$ cat src/rtl/vga_timing_gen.sv
// vga_timing_gen: SXGA raster timing generator and pixel output stage.
// Two free-running counters give the raster coordinates; visible/frame/line
// flags are decoded straight from them. Colour and both syncs pass through a
// single register stage, so all pins lag the coordinates by the same amount.
module vga_timing_gen #(
    parameter int   H_ACTIVE = 1280,
    parameter int   H_FP     = 48,
    parameter int   H_SYNC   = 112,
    parameter int   H_BP     = 248,
    parameter int   V_ACTIVE = 1024,
    parameter int   V_FP     = 1,
    parameter int   V_SYNC   = 3,
    parameter int   V_BP     = 38,
    parameter logic HS_POL   = 1'b1,
    parameter logic VS_POL   = 1'b1
) (
    input  logic        CLK_VGA,
    input  logic        RESETN,
    input  logic        CE,
    input  logic [11:0] VGA_RGB_IN,
    output logic [11:0] VGA_horzCoord,
    output logic [11:0] VGA_vertCoord,
    output logic        VGA_ACTIVE,
    output logic        FRAME_START,
    output logic        LINE_END,
    output logic [3:0]  VGA_RED,
    output logic [3:0]  VGA_GREEN,
    output logic [3:0]  VGA_BLUE,
    output logic        VGA_HS,
    output logic        VGA_VS
);

    localparam int H_TOTAL = H_ACTIVE + H_FP + H_SYNC + H_BP;
    localparam int V_TOTAL = V_ACTIVE + V_FP + V_SYNC + V_BP;

    localparam logic [11:0] H_LAST     = 12'(H_TOTAL - 1);
    localparam logic [11:0] V_LAST     = 12'(V_TOTAL - 1);
    localparam logic [11:0] H_VIS      = 12'(H_ACTIVE);
    localparam logic [11:0] V_VIS      = 12'(V_ACTIVE);
    localparam logic [11:0] HS_FIRST   = 12'(H_ACTIVE + H_FP);
    localparam logic [11:0] HS_LAST    = 12'(H_ACTIVE + H_FP + H_SYNC - 1);
    localparam logic [11:0] VS_FIRST   = 12'(V_ACTIVE + V_FP);
    localparam logic [11:0] VS_LAST    = 12'(V_ACTIVE + V_FP + V_SYNC - 1);

    logic [11:0] h_q, h_d;
    logic [11:0] v_q, v_d;
    logic [11:0] rgb_q, rgb_d;
    logic        hs_q, hs_d;
    logic        vs_q, vs_d;

    logic        active;
    logic        hs_win;
    logic        vs_win;

    // Decode visible area and sync windows from the current coordinate.
    always_comb begin
        active = (h_q < H_VIS) && (v_q < V_VIS);
        hs_win = (h_q >= HS_FIRST) && (h_q <= HS_LAST);
        vs_win = (v_q >= VS_FIRST) && (v_q <= VS_LAST);
    end

    // Next raster position: horizontal wraps at line end and carries into vertical.
    always_comb begin
        h_d = h_q;
        v_d = v_q;
        if (CE) begin
            if (h_q == H_LAST) begin
                h_d = 12'd0;
                if (v_q == V_LAST) begin
                    v_d = 12'd0;
                end else begin
                    v_d = v_q + 12'd1;
                end
            end else begin
                h_d = h_q + 12'd1;
            end
        end
    end

    // Next pin values: blank-gated colour and polarity-adjusted syncs, held when CE=0.
    always_comb begin
        rgb_d = rgb_q;
        hs_d  = hs_q;
        vs_d  = vs_q;
        if (CE) begin
            rgb_d = active ? VGA_RGB_IN : 12'h000;
            hs_d  = hs_win ? HS_POL : ~HS_POL;
            vs_d  = vs_win ? VS_POL : ~VS_POL;
        end
    end

    // Counter and output-stage registers; reset puts syncs at their inactive level.
    always_ff @(posedge CLK_VGA or negedge RESETN) begin
        if (!RESETN) begin
            h_q   <= 12'd0;
            v_q   <= 12'd0;
            rgb_q <= 12'h000;
            hs_q  <= ~HS_POL;
            vs_q  <= ~VS_POL;
        end else begin
            h_q   <= h_d;
            v_q   <= v_d;
            rgb_q <= rgb_d;
            hs_q  <= hs_d;
            vs_q  <= vs_d;
        end
    end

    assign VGA_horzCoord = h_q;
    assign VGA_vertCoord = v_q;
    assign VGA_ACTIVE    = active;
    assign FRAME_START   = (h_q == 12'd0) && (v_q == 12'd0);
    assign LINE_END      = (h_q == H_LAST);
    assign VGA_RED       = rgb_q[11:8];
    assign VGA_GREEN     = rgb_q[7:4];
    assign VGA_BLUE      = rgb_q[3:0];
    assign VGA_HS        = hs_q;
    assign VGA_VS        = vs_q;

endmodule

$ cat config.mk
export PLATFORM = sky130hd
export DESIGN_NAME = vga_timing_gen
export DESIGN_NICKNAME = d
export VERILOG_FILES = /design/src/rtl/vga_timing_gen.sv
export SDC_FILE = /design/constraint.sdc
export NUM_CORES = 1
export LEC_CHECK = 0
export ABC_AREA = 0
export CAP_MARGIN = 20
export CORE_MARGIN = 1
export CORE_UTILIZATION = 45
export CTS_BUF_LIST = sky130_fd_sc_hd__clkbuf_16
export CTS_CLUSTER_DIAMETER = 40
export DETAILED_ROUTE_END_ITERATION = 8
export HOLD_SLACK_MARGIN = 0.12
export PLACE_DENSITY = 0.76
export SETUP_SLACK_MARGIN = 0.3
export SLEW_MARGIN = 20
export SYNTH_ARGS = -nofsm -noshare
export SYNTH_HDL_FRONTEND = slang
export SYNTH_SLANG_ARGS = --single-unit
$ cat constraint.sdc
create_clock -name CLK_VGA -period 2.8 [get_ports CLK_VGA]
set_input_delay 0.42 -clock CLK_VGA [delete_from_list [all_inputs] [get_ports CLK_VGA]]
set_output_delay 0.42 -clock CLK_VGA [all_outputs]
set_load 0.03 [all_outputs]
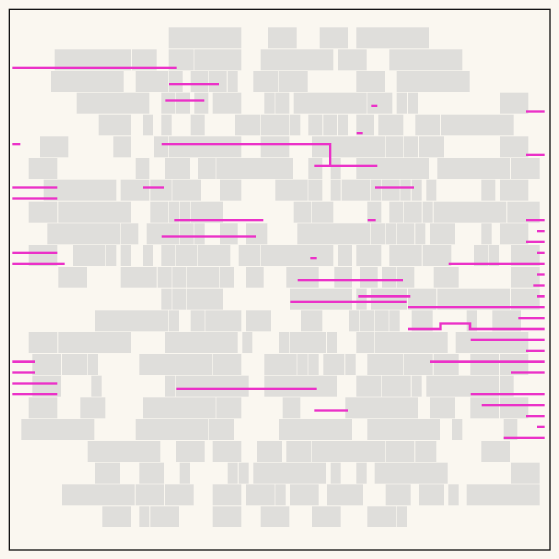
Run 1: metal 3
Drawn at 8 px/um. Cells faint in the background.
share of all routed wire: 6.5%
longest straight run: 20.9 um
nets with wire on the layer: 41
main direction: horizontal

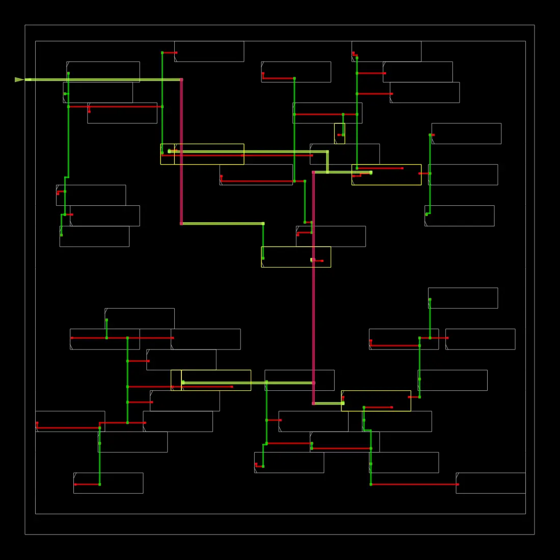
Run 1: clock routing
power in the clock group: 0.525 mW
clock buffer instance count of the final layout: 5
FF+latch count: 38

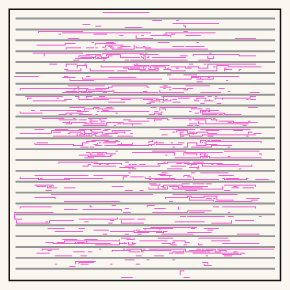
Run 1: the metal 1 layer
Drawn at 4 px/um. Supply wires on this layer in gray.
nets with wire on the layer: 231
longest straight run: 25.3 um
grt met1 use: 30.9%
post-detailed-routing wire length: 4620 um
DR vias: 1713

==> run notes, run 1 <==
Physical implementation.

- The switching component of the power is 0.495 mW.
- The count of pins on the block boundary is 56.
- The post-synthesis net count is 214.
- The number of nets at the end of the flow is 274.
- Summed over its instances, the top area cell type makes up 49.4% of the synthesized netlist area.
- The wire length on met1 is 2160 um.
- The final core utilization is 66.8%.
- After filler insertion, the fill cell instance count of the layout stands at 320.
- The flip-flop and latch count after synthesis is 38.
- The number of max-capacitance violations reported is 0.
- The half-perimeter wire length of the detailed placement result is 3220 um.
- The flow ran to the end, and the final reports show no timing, DRC or antenna violations.
- Sequential cells consume a total of 0.674 mW.
- In this run switching power makes up 31.5% of total power.
- The clock tree from TritonCTS is yes.
- The combinational-cell power consumption is 0.374 mW.
- The CTS clock-pin slew for the worst setup and hold paths is 50 ps.
- The most critical min-delay path falls under primary input to asynchronous set/reset pin.
- The most common logic cell in the final layout is sky130_fd_sc_hd__clkdlybuf4s50_1.
- The clock network latency to the later pin of the worst-skew pair is 280 ps.
- The number of core rows is 23.
- The worst-case hold slack is 245 ps.
- For reference, the final report shows the hold violation count at 0.
- The clock period could shrink to 2520 ps.
- Gates resized during post-CTS repair numbered 3.
- The pin closest to its max-slew limit shows a slew of 844 ps.
- The first routing iteration left 166 violations.
- The startpoint class of the critical path is a flop.
- The share of the clock period used by the worst path after layout is 90.1%.
- The CTS root buffer is sky130_fd_sc_hd__clkbuf_16.
- TritonCTS created 5 clock buffers.
- The critical path data required time is 2380 ps.
- The number of flops mapped to enable cells by yosys is 0.
- The tally of buffers added on design ports is 55.
- Along the worst path, the maximum fanout reaches 7.
- The repair_antennas step left the layout with diodes totalling 0.
- The highest clock rate this design can be run at is 0.396 GHz.
- The synthesis report names the predominant flop master as sky130_fd_sc_hd__dfrtp_1.
- STA on the placed design reports a worst setup slack of 326 ps.
- In the post-route analysis, the smallest setup slack over all paths is 277 ps.
- During synthesis, Yosys emitted a total of 0 warnings.
- The depth of the CTS H-tree is 2.
- For the worst reg-to-reg path, the endpoint reported by OpenROAD is VGA_vertCoord[6].
- Entering global routing, the biggest net connects 39 pins.
- Counting flops with an async set or reset pin after synthesis yields a share of 100%.
- The synthesized netlist was found by Yosys to have 194 cells.
- The placement-stage cell area is 2540 um2.
## run 1: worst max-delay path: stages (launching register included)
cell and delay [ps]:
sky130_fd_sc_hd__dfrtp_2 440, sky130_fd_sc_hd__or4_4 550, sky130_fd_sc_hd__or4_4 460, sky130_fd_sc_hd__nor4_4 200
sky130_fd_sc_hd__buf_6 180
## run 1: kinds of logic after synthesis
group           synth area share [%]
mux                             3.44
buf+inv                         4.16
xor+xnor                        5.39
simple gates                    23.3
fa+ha+maj                       3.25
compound gates                  11.0
flops                           49.4
## run 1: final cells by class
class                   count  area share (%)
flip-flops and latches     38            35.2
clock inverters             3           0.462
clock buffers               5            4.62
repair buffers             62            22.0
multi-input cells         138            34.2
well taps                  50            2.31
inverters                   9            1.25
--- run 2 (diff from run 1) ---
--- a/config.mk
+++ b/config.mk
@@ -12,6 +12,7 @@
 export CTS_BUF_LIST = sky130_fd_sc_hd__clkbuf_16
 export CTS_CLUSTER_DIAMETER = 40
 export DETAILED_ROUTE_END_ITERATION = 8
+export GPL_ROUTABILITY_DRIVEN = 0
 export HOLD_SLACK_MARGIN = 0.12
 export PLACE_DENSITY = 0.76
 export SETUP_SLACK_MARGIN = 0.3
==> run notes, run 2 <==
Physical implementation.

- The run finished with clean final reports.
- The path type of the worst min-delay path is primary input to asynchronous set/reset pin.
- The HPWL after detailed placement is 3220 um.
- For the sequential group, total power comes out at 0.674 mW.
- Looking at the area split, the leading class of cells is flip-flops and latches.
- The delay of the slowest cell on the worst path is 550 ps.
- The clock network latency to the later pin of the worst-skew pair is 280 ps.
- The largest family of logic cells by area is simple AND/OR/NAND/NOR gates.
- Clock network power for this build is 0.525 mW.
- The share of synthesized cell area in and, or, nand and nor gates is 23.3%.
- The placed instances occupy a cell area of 2540 um2.
- The post-cts sizing count is 3.
- The final core utilization is 66.8%.
- The final tally of hold violations is 0.
- Counting flops with an async set or reset pin after synthesis yields a share of 100%.
- The design has 38 sequential cells.
- The final critical-path setup slack is 277 ps.
- The share of the clock period used by the worst path after layout is 90.1%.
- The actual slew at the worst max-slew pin is 844 ps.
- Non-clock inverters in the final layout number 9.
- The number of inserted filler cells in the final layout is 320.
- The cell family contributing the most delay on the critical path is simple AND/OR/NAND/NOR gates.
- Of all the cell area in the finished design, the clock network holds 5.08%.
- Yosys mapped a number of flops with a built-in enable equal to 0.
- In this run the tool buffered the top-level ports with 55 buffer cells.
- Per STA, the worst path is made up of or4_4, or4_4, nor4_4, buf_6.
- During I/O placement, the number of pins put on the boundary was 56.
- TritonCTS built the clock tree.
- The area share of fa/ha/maj cells after synthesis is 3.25%.
- The final wirelength is 4620 um.
- The fraction of synthesized cell area taken by the top area cell type is 49.4%.
- The number of buffers inserted during clock tree synthesis is 5.
- The total number of tap cells is 50.
- The multiplexer share of the synthesized area is 3.44%.
- The critical path data required time is 2380 ps.
- The switching component of the power is 0.495 mW.
- The final antenna diode tally reported by the flow is 0.
- The registers of the reported paths see a clock transition of 50 ps.
- The multi-input combinational cell count is 138.
- The tree is rooted in a sky130_fd_sc_hd__clkbuf_16.
- For the combinational group, total power comes out at 0.374 mW.
- Entering global routing, the biggest net connects 39 pins.
- The sequential cell area share is 35.2%.
- Per the layout report, the design carries 62 non-clock buffers.
- The proportion of cell area occupied by multi-input gates is 34.2%.
run 2: worst max-delay path by stage:
stage,from,endpoint,depth (start not counted)
final,VGA_vertCoord[4],FRAME_START,4
after global routing,VGA_vertCoord[4],FRAME_START,4
after CTS,VGA_vertCoord[4],FRAME_START,4
after detailed placement,VGA_vertCoord[4],FRAME_START,4
after global placement,VGA_vertCoord[4],FRAME_START,4
after floorplan,VGA_vertCoord[4],FRAME_START,3
run 2: routing by layer:
| metal | global-route usage, % | up-vias | part of all wire [%] |
|---|---|---|---|
| met4 | 8.24 | 0 | 1.8 |
| met2 | 33.9 | 57 | 45 |
| met3 | 6.42 | 10 | 6.5 |
| met1 | 30.9 | 825 | 47 |
| li1 | - | 821 | - |
| met5 | 0 | - | 0 |
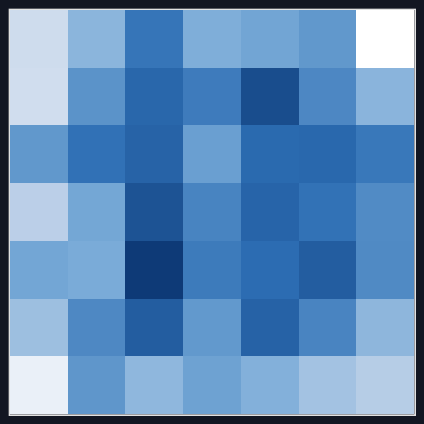
Run 2: cell area per tile
Drawn at 6 px/um. 7 x 7 tiles, from white (low) to dark blue (high), 0 to 100% covered.
fullest tile: 96%
mean over tiles: 58%
tiles over 75% full: 25%
nearly empty tiles: 2.0%

--- run 3 (diff from run 2) ---
--- a/config.mk
+++ b/config.mk
@@ -14,7 +14,7 @@
 export DETAILED_ROUTE_END_ITERATION = 8
 export GPL_ROUTABILITY_DRIVEN = 0
 export HOLD_SLACK_MARGIN = 0.12
-export PLACE_DENSITY = 0.76
+export PLACE_DENSITY = 0.75
 export SETUP_SLACK_MARGIN = 0.3
 export SLEW_MARGIN = 20
 export SYNTH_ARGS = -nofsm -noshare
==> constraint.sdc (replaced) <==
create_clock -name CLK_VGA -period 3.25 [get_ports CLK_VGA]
set_input_delay 0.4875 -clock CLK_VGA [delete_from_list [all_inputs] [get_ports CLK_VGA]]
set_output_delay 0.4875 -clock CLK_VGA [all_outputs]
set_load 0.03 [all_outputs]
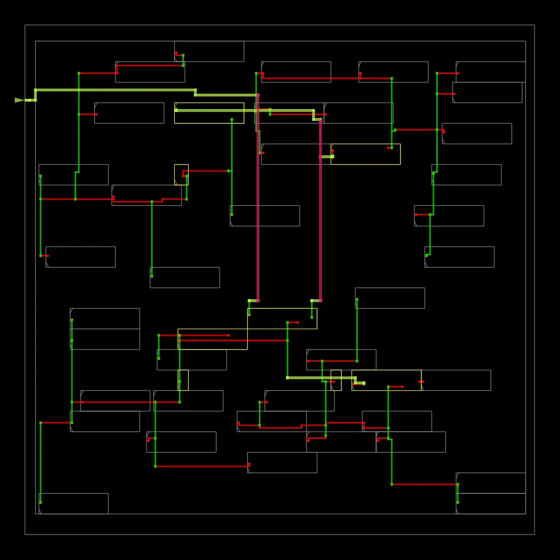
Run 3: clock routing
latest clock arrival within the worst-skew pair: 280 ps
total CTS buffers: 5

==> run notes, run 3 <==
Physical implementation.

- The maximum fanout along the worst path is 5.
- The filler cells instantiated in the layout total 341.
- The critical path crosses 4 cells after its start point.
- The count of yosys warnings during synthesis is 0.
- Of the post-synthesis cell area, the part taken by muxes is 3.44%.
- The clock tree from TritonCTS is yes.
- STA classifies the critical path startpoint as a flop.
- Derived from the worst setup path, the maximum achievable clock frequency is 0.354 GHz.
- Looking at the worst setup and hold paths, the clock pins of their registers show a slew of 60 ps.
- Once placement finished, the instance area stood at 2520 um2.
- Entering global routing, the biggest net connects 39 pins.
- Subtracting the final worst setup slack from the clock period gives 2820 ps.
- The clock network consumes a total of 0.454 mW.
- Grouping non-sequential cells by family puts the most area in simple AND/OR/NAND/NOR gates.
- The switching portion of total power comes to 31.0%.
- Cells fill 65.5% of the core in the end.
- In the post-route analysis, the smallest setup slack over all paths is 426 ps.
- Summing the areas of all fa, ha and maj instances in the mapped netlist gives 3.25% of the synthesized area.
- Counting every net in the synthesized netlist gives 214.
- The timing endpoint of the critical path is FRAME_START.
- The delay of the slowest cell on the worst path is 560 ps.
- The synthesized design devotes to its leading area cell type 49.4% of total area.
- The cell total in the yosys stat output is 194.
- Power attributed to combinational cells is 0.313 mW.
- The via count is 1683.
- At the placement stage, the worst setup path has a slack of 295 ps.
- The cell type of the slowest stage on the worst timing path is sky130_fd_sc_hd__or4_1.
- Among cell families on the critical path, the largest total delay comes from simple AND/OR/NAND/NOR gates.
- Summing the areas of all xor and xnor instances in the mapped netlist gives 5.39% of the synthesized area.
- The flow ran to the end, and the final reports show no timing, DRC or antenna violations.
- According to the timing report, the critical path is launched from VGA_vertCoord[6].
[run 3: cell counts after synthesis]
Identical to the previous run, type by type.
[run 3: what timing repair did]
action / CTS / global route
hold buffers: 0 / 0
setup endpoints to repair: 1 / 2
resized: 4 / 3
[run 3: final cells by class]
class / count / area (um2) / area share [%]
flip-flops and latches: 38 / 951 / 35.8
multi-input cells: 138 / 901 / 33.9
clock buffers: 5 / 125 / 4.71
repair buffers: 59 / 573 / 21.6
well taps: 50 / 62.6 / 2.35
inverters: 9 / 33.8 / 1.27
clock inverters: 3 / 12.5 / 0.471
[run 3: metal layers]
layer / part of all wire, % / vias to the layer above
met3: 5.2 / 5
li1: - / 816
met1: 47 / 818
met4: 1.1 / 0
met5: 0 / -
met2: 47 / 44
No activity file was given, so power comes from the tool's default toggle rates.
